File: config.mk
export PLATFORM = sky130hd
export DESIGN_NAME = karatsuba_mul_seq
export DESIGN_NICKNAME = d
export VERILOG_FILES = /design/src/rtl/karatsuba_mul_seq_pkg.sv /design/src/rtl/karatsuba_mul_4.sv /design/src/rtl/karatsuba_mul_seq.sv
export SDC_FILE = /design/constraint.sdc
export NUM_CORES = 1
export LEC_CHECK = 0
export ABC_AREA = 1
export CAP_MARGIN = 20
export CORE_MARGIN = 1
export CORE_UTILIZATION = 30
export CTS_CLUSTER_SIZE = 16
export DETAILED_ROUTE_END_ITERATION = 16
export GPL_ROUTABILITY_DRIVEN = 1
export PLACE_DENSITY = 0.55
export SYNTH_ARGS = -nofsm -noshare
export SYNTH_HDL_FRONTEND = slang
export SYNTH_SLANG_ARGS = --single-unit
File: constraint.sdc
create_clock -name clk -period 9.1 [get_ports clk]
set_clock_uncertainty 0.15 [all_clocks]
set_input_delay 2.73 -clock clk [delete_from_list [all_inputs] [get_ports clk]]
set_output_delay 2.73 -clock clk [all_outputs]
set_load 0.005 [all_outputs]
File: src/rtl/karatsuba_mul_seq_pkg.sv
// Shared definitions for the sequential Karatsuba multiplier: digit width,
// controller state encoding and the digit counter sizing helper.
package karatsuba_mul_seq_pkg;

  localparam int DIGIT_W = 4;

  typedef enum logic [1:0] {
    IDLE = 2'd0,
    CALC = 2'd1,
    DONE = 2'd2
  } state_e;

  // ceil(log2(d)), never below 1 so a counter always has at least one bit.
  function automatic int cnt_width(input int d);
    int w;
    w = 1;
    while ((1 << w) < d) begin
      w = w + 1;
    end
    return w;
  endfunction

endpackage

File: src/rtl/karatsuba_mul_4.sv
// 4x4 unsigned Karatsuba multiplier: splits each operand into 2-bit halves
// and forms the product from three 2/3-bit multiplications.
module karatsuba_mul_4 (
  input  logic [3:0] a,
  input  logic [3:0] b,
  output logic [7:0] p
);

  logic [3:0] z2;
  logic [3:0] z0;
  logic [2:0] sum_a;
  logic [2:0] sum_b;
  logic [5:0] z1_full;
  logic [5:0] z1;

  // Middle term (ah+al)(bh+bl) - z2 - z0 equals ah*bl + al*bh, at most 18.
  always_comb begin
    z2      = {2'b00, a[3:2]} * {2'b00, b[3:2]};
    z0      = {2'b00, a[1:0]} * {2'b00, b[1:0]};
    sum_a   = {1'b0, a[3:2]} + {1'b0, a[1:0]};
    sum_b   = {1'b0, b[3:2]} + {1'b0, b[1:0]};
    z1_full = {3'b000, sum_a} * {3'b000, sum_b};
    z1      = z1_full - {2'b00, z2} - {2'b00, z0};
    p       = {z2, 4'b0000} + {z1, 2'b00} + {4'b0000, z0};
  end

endmodule

File: src/rtl/karatsuba_mul_seq.sv
// Multi-cycle N x N unsigned multiplier. One shared 4x4 core is fed one digit
// pair per cycle; shifted partial products are summed in a 2N-bit accumulator.
//
// Handshake: an operand pair transfers on a rising edge where in_valid and
// in_ready are both high; a product transfers on a rising edge where out_valid
// and out_ready are both high. out_valid/p stay stable until that transfer,
// and in_valid is ignored whenever in_ready is low.
module karatsuba_mul_seq
  import karatsuba_mul_seq_pkg::*;
#(
  parameter int N = 16
) (
  input  logic           clk,
  input  logic           rst_n,
  input  logic           in_valid,
  output logic           in_ready,
  input  logic [N-1:0]   a,
  input  logic [N-1:0]   b,
  output logic           out_valid,
  input  logic           out_ready,
  output logic [2*N-1:0] p,
  output logic           busy
);

  localparam int D  = N / DIGIT_W;
  localparam int CW = cnt_width(D);
  // Shift amount reaches 4*(2D-2) < 8D <= 2^(CW+3).
  localparam int SW = CW + 3;
  localparam logic [CW-1:0] LAST = CW'(D - 1);

  state_e           state_q;
  state_e           state_d;
  logic [N-1:0]     a_q;
  logic [N-1:0]     b_q;
  logic [2*N-1:0]   acc_q;
  logic [CW-1:0]    i_q;
  logic [CW-1:0]    j_q;

  logic [DIGIT_W-1:0] dig_a;
  logic [DIGIT_W-1:0] dig_b;
  logic [7:0]         prod;
  logic [SW-1:0]      shamt;
  logic [2*N-1:0]     term;
  logic               last_pair;

  // Digit selection and alignment of the current partial product.
  always_comb begin
    dig_a     = DIGIT_W'(a_q >> {i_q, 2'b00});
    dig_b     = DIGIT_W'(b_q >> {j_q, 2'b00});
    shamt     = (SW'(i_q) + SW'(j_q)) << 2;
    term      = {{(2*N-8){1'b0}}, prod} << shamt;
    last_pair = (i_q == LAST) && (j_q == LAST);
  end

  karatsuba_mul_4 u_core (
    .a (dig_a),
    .b (dig_b),
    .p (prod)
  );

  // Controller state register.
  always_ff @(posedge clk or negedge rst_n) begin
    if (!rst_n) begin
      state_q <= IDLE;
    end else begin
      state_q <= state_d;
    end
  end

  // Next-state and handshake outputs decoded from the current state.
  always_comb begin
    state_d   = state_q;
    in_ready  = 1'b0;
    out_valid = 1'b0;
    busy      = 1'b0;
    case (state_q)
      IDLE: begin
        in_ready = 1'b1;
        if (in_valid) begin
          state_d = CALC;
        end
      end
      CALC: begin
        busy = 1'b1;
        if (last_pair) begin
          state_d = DONE;
        end
      end
      DONE: begin
        busy      = 1'b1;
        out_valid = 1'b1;
        if (out_ready) begin
          state_d = IDLE;
        end
      end
      default: begin
        state_d = IDLE;
      end
    endcase
  end

  // Operand capture, digit counters and partial-product accumulation.
  always_ff @(posedge clk or negedge rst_n) begin
    if (!rst_n) begin
      a_q   <= '0;
      b_q   <= '0;
      acc_q <= '0;
      i_q   <= '0;
      j_q   <= '0;
    end else begin
      case (state_q)
        IDLE: begin
          if (in_valid) begin
            a_q   <= a;
            b_q   <= b;
            acc_q <= '0;
            i_q   <= '0;
            j_q   <= '0;
          end
        end
        CALC: begin
          acc_q <= acc_q + term;
          if (j_q == LAST) begin
            j_q <= '0;
            i_q <= (i_q == LAST) ? '0 : i_q + 1'b1;
          end else begin
            j_q <= j_q + 1'b1;
          end
        end
        default: begin
        end
      endcase
    end
  end

  assign p = acc_q;

endmodule
==> deck_impl_summary.md, run 1 <==
Implementation Results

Status
  • Status: finished, final reports clean

Drt
  • Metal3 WL: roughly 710 um
  • Pre-antenna DRT Iters: 5
  • Via count: around 5.6k
  • Vias/cell: 4.87
  • 1st-iter DRT viols: ~340
  • Metal2 WL: 7680 um
  • # DRC: 0
  • Met1 wire length: slightly below 9000 um
  • Final wirelength: approximately 18000 um
  • Max layer used: met4

Final layout
  • Layout cells sized above 1: slightly above 10%
  • Fin nets: between 900 and 1k
  • Fillcell total: between 2k and 2.5k
  • Top Layout Cells: nand2_1 (220), nor2_1 (99), inv_1 (81), dfrtp_1 (70), clkdlybuf4s50_1 (69)
  • # diodes: 0
  • Finished Layout Cells: roughly 1.2k
  • Syn-to-layout area delta: 21.6%

Clocking
  • Clock slew at reported path FFs: 0.06 ns
  • CTS tree: built
  • Clk latency late pin: around 0.36 ns
  • # hold bufs at CTS: 0
  • Bufs on Longest Clock Path: 2
  • Clock root cell: clkbuf_16
  • Post CTS Setup Buffer Count: 0
  • CTS resizes: 0
  • H-tree Lvls: 3
  • Num CTS Buffers: 9

Floorplan
  • Site Rows: just over 50
  • I/O pin cnt: just over 70
  • Die H: between 100 and 150 um
  • Fp_density: just over 30%
  • Die X: 144 um
  • Die Area: slightly above 20000 um^2

Place
  • Post-placement cell count: roughly 1.1k
  • Pre-CTS WS: about 1.7 ns
  • IO buf count: ~70
  • Final GP Congestion: roughly 0.93
  • HPWL Detailed: between 10000 and 15000 um

STA
  • Setup_tns: 0 ns
  • Hold_ws: around 0.36 ns
  • Fmax: 0.134 GHz
  • Final setup vio count: 0
  • Setup ws final: 1.62 ns
  • Hold Vio Cnt, Final: 0
  • Final Cycle Share: around 80%
  • Slew Viols, Final: 0
  • Slew margin rel.: between 30% and 40%
  • Period minus WS final: 7.48 ns

Global route
  • Met3 Track Usage GR: approximately 2%
  • Total GRT Usage: a little under a fifth
  • Met2 usage: 28.8%
  • GR peak layer: met2
  • First-pass GRT wire length: between 20000 and 30000 um
  • Grt ovf: 0

Setup path
  • Crit start category: flip-flop
  • Crit-path most repeated cell: nand2_1
  • Worst Setup EP: p[23]
  • Slowest cell on the critical path: dfrtp_1
  • Crit Path Category: reg2reg
  • Worst reg2reg path endpoint: p[23]
  • Crit path from: i_q[0]
  • Endpoint class of the critical path: flip-flop
  • Crit path required time: 9.19 ns
  • Reg2Reg Depth: 31
  • Max incr delay on CP: about 0.63 ns
  • R2r startpoint: i_q[0]

Logic synthesis
  • Cell Type Count: approximately 52
  • YS chip area: a little over 6000 um^2
  • Mapped Cells: just over 800
  • Syn Area/Cell: around 7.4 um^2
  • Yosys Instances: ~820
  • Synth Cell Area: roughly 6100 um^2
  • Commonest flop: dfrtp_1
  • Nets at Floorplan: slightly above 900
  • Ys flops: ~70

Worst hold path
  • Tightest Hold Check Type: reg2reg
  • Hold Crit Endpoint: a_q[13]
  • WHS Path Cells: 1

Flow run
  • MaxCap Viol Count: 0
==> run 1: cell type report <==
class	count	area, um^2	share of cell area [%]
inverters	92	355	4.82
repair buffers	73	718	9.74
clock inverters	5	82.6	1.12
multi-input cells	642	3890	52.8
flip-flops and latches	70	1750	23.7
well taps	265	332	4.49
clock buffers	11	243	3.29
==> run 1: Yosys cell counts (4+ instances only) <==
cell	instances	area, um^2
buf_2	6	30.0
o21ai_1	12	60.1
nand4_1	6	37.5
xor2_1	4	35.0
a31oi_1	5	31.3
dfrtp_1	70	1750
nand2_2	7	43.8
nand3_1	29	145
a21oi_1	53	265
inv_2	7	26.3
a21o_1	5	37.5
nor3_1	6	30.0
nor2_1	99	372
inv_1	81	304
a32oi_1	4	35.0
o21ai_0	35	175
a32o_1	4	40.0
nand2_1	220	826
fa_1	13	260
o21ai_2	5	43.8
mux2_2	32	360
o21bai_1	4	30.0
ha_1	57	713
nor2_2	6	37.5
==> run 1: logic make-up (layout without fill, tap and decap cells) <==
family	Yosys count	count (layout)	synth area share, %
buffers and inverters	105	181	6.93
xor gates and xnor gates	7	7	1.01
muxes	32	32	5.94
DFF	70	70	28.9
AOI/OAI and AO/OA	146	146	14.9
adders and majority gates	70	70	16.0
and+or+nand+nor	387	387	26.3
==> run 1: worst max-delay path, delay by kind of cell, from the launching register on <==
kind	cells	cell delay [ns]
buf+inv	4	0.43
flops	1	0.63
fa+ha+maj	8	3.28
simple gates	10	0.93
compound gates	7	1.47
xor+xnor	2	0.47
==> run 1: flip-flops by register name (all words and copies together), names as in the netlist <==
name and flops:
a_q 16, b_q 16, i_q 2, j_q 2, p 32, state_q 2
Figure 1. Drive-strength map (run 1).
Scale bar: 50 um.
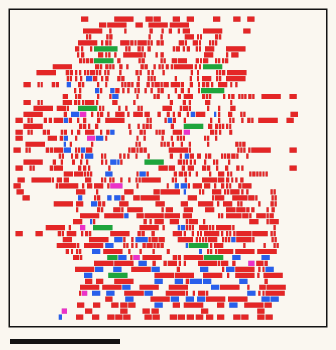
colour	size	cells	share
magenta	x3 and x4	9	1.0%
green	x6 and larger	12	1.3%
blue	x2	71	8.0%
red	x1 and smaller	801	90%

Figure 2. Placement view (run 1).
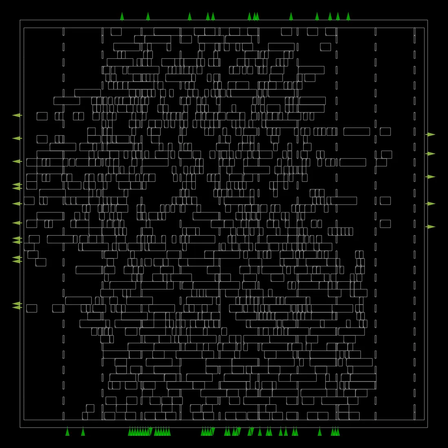
Tap Count: 265
fin util: 37.5%
core area: 19700 um^2
Flops: 70

Figure 3. Signal wires on met3 (run 1).
Scale bar: 50 um.
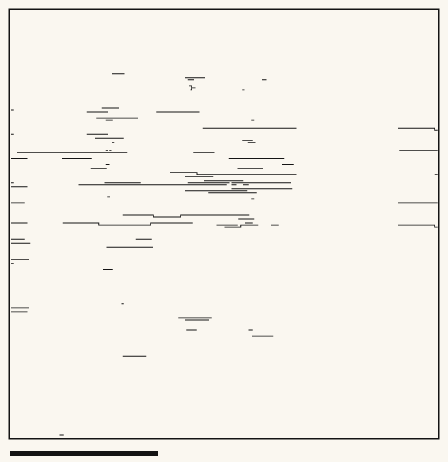
nets with wire on the layer	58
main direction	horizontal
share of all routed wire	4.0%
longest straight run	49.7 um

==> run 2, diff against run 1 <==
- clock period: 9.1 -> 7.1 ns (I/O delays scaled with it)
==> run 2 against run 1 <==
Via count grew 0.87%. Sequential share of layout area shrank 1.4 points. Utilization grew 2.5 points. Non-clock buffer count grew 32. Cell area grew 6.7%. Critical path type unchanged. Highest routed layer unchanged.
==> deck_impl_summary.md, run 2 <==
Implementation Results

Setup path
  • Max incr delay on CP: slightly below 0.5 ns
  • Worst reg2reg path endpoint: p[20]
  • Crit start category: flip-flop
  • Crit-path most repeated cell: nand2_1
  • Crit Path Category: reg2reg
  • Crit path from: i_q[0]
  • Endpoint class of the critical path: flip-flop
  • Reg2Reg Depth: 36
  • Crit path required time: just over 7 ns
  • R2r startpoint: i_q[0]

Clocking
  • Clk latency late pin: ~0.36 ns
  • H-tree Lvls: 3
  • Clock slew at reported path FFs: roughly 0.060 ns

STA
  • Slew Viols, Final: 0
  • Final setup vio count: 0
  • Period minus WS final: around 6.7 ns
  • Hold Vio Cnt, Final: 0
  • Final Cycle Share: between 90% and 100%

Floorplan
  • Die H: around 140 um
  • Die Area: about 21000 um^2
  • Die X: between 100 and 150 um
  • Site Rows: 51
  • Core area: a little under 20000 um^2

Status
  • Status: finished, final reports clean

Final layout
  • Finished Layout Cells: around 1.2k
  • Layout cells sized above 1: a little under a fifth
  • # diodes: 0

Logic synthesis
  • Yosys Instances: just over 800
  • Synth Cell Area: 6070 um^2
  • Synth cell count leaders: nand2_1 (220), nor2_1 (99), inv_1 (81)
  • Cell Type Count: 52
  • YS chip area: 6070 um^2
  • Syn Area/Cell: roughly 7.4 um^2

Flow run
  • MaxCap Viol Count: 0

Drt
  • # DRC: 0
  • Vias/cell: approximately 4.8
  • 1st-iter DRT viols: slightly below 300

Place
  • Final GP Congestion: about 0.9
  • Pre-CTS WS: -0.187 ns
  • Post-placement cell count: between 1k and 1.5k

Global route
  • Total GRT Usage: between 15 and 20%
  • First-pass GRT wire length: slightly below 30000 um
## run 2: metal layers
metal / up-vias / track usage, % / share of wire [%]
met3: 21 / 2.98 / 3.6
li1: 2929 / - / -
met4: 0 / 6.09 / 1.8
met1: 2645 / 26.0 / 50
met5: - / 0 / 0
met2: 97 / 29.0 / 44
## run 2: cell families after synthesis
logic type / Yosys count / synth area share [%]
xor gates and xnor gates: 7 / 1.01
adders and majority gates: 70 / 16.0
muxes: 32 / 5.94
DFF: 70 / 28.9
and+or+nand+nor: 387 / 26.3
AOI/OAI and AO/OA: 146 / 14.9
buffers and inverters: 105 / 6.93
## run 2: layout make-up
cell class | instances | area, um^2 | share of cell area, %
sequential | 70 | 1760 | 22.3
multi-input combinational | 642 | 4130 | 52.5
clock inverter | 5 | 82.6 | 1.05
timing repair inverter | 1 | 7.51 | 0.0954
inverter | 92 | 360 | 4.58
timing repair buffer | 105 | 958 | 12.2
clock buffer | 11 | 243 | 3.08
tap | 265 | 332 | 4.21
## run 2: worst min path at each step
stage               startpoint         end  slack (ns)
floorplan           state_q[1]  state_q[1]        0.33
global placement       a_q[12]     a_q[12]        0.34
detailed placement     a_q[12]     a_q[12]        0.35
CTS                     a_q[9]      a_q[9]        0.36
global route           a_q[11]     a_q[11]        0.38
finish                  a_q[9]      a_q[9]        0.36
## run 2: what timing repair did
| action | in CTS | in global routing |
|---|---|---|
| resized | 7 | 66 |
| cloned | 0 | 1 |
| hold buffers | 0 | 0 |
| pin swaps | 1 | 23 |
| setup endpoints to repair | 13 | 25 |
| setup buffers | 1 | 16 |
Figure 4. Drive-strength map (run 2).
Scale bar: 50 um.
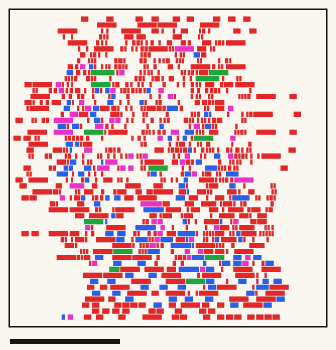
setup ws final: 0.419 ns
bufs w/o clock: 105
Syn-to-layout area delta: 29.8%

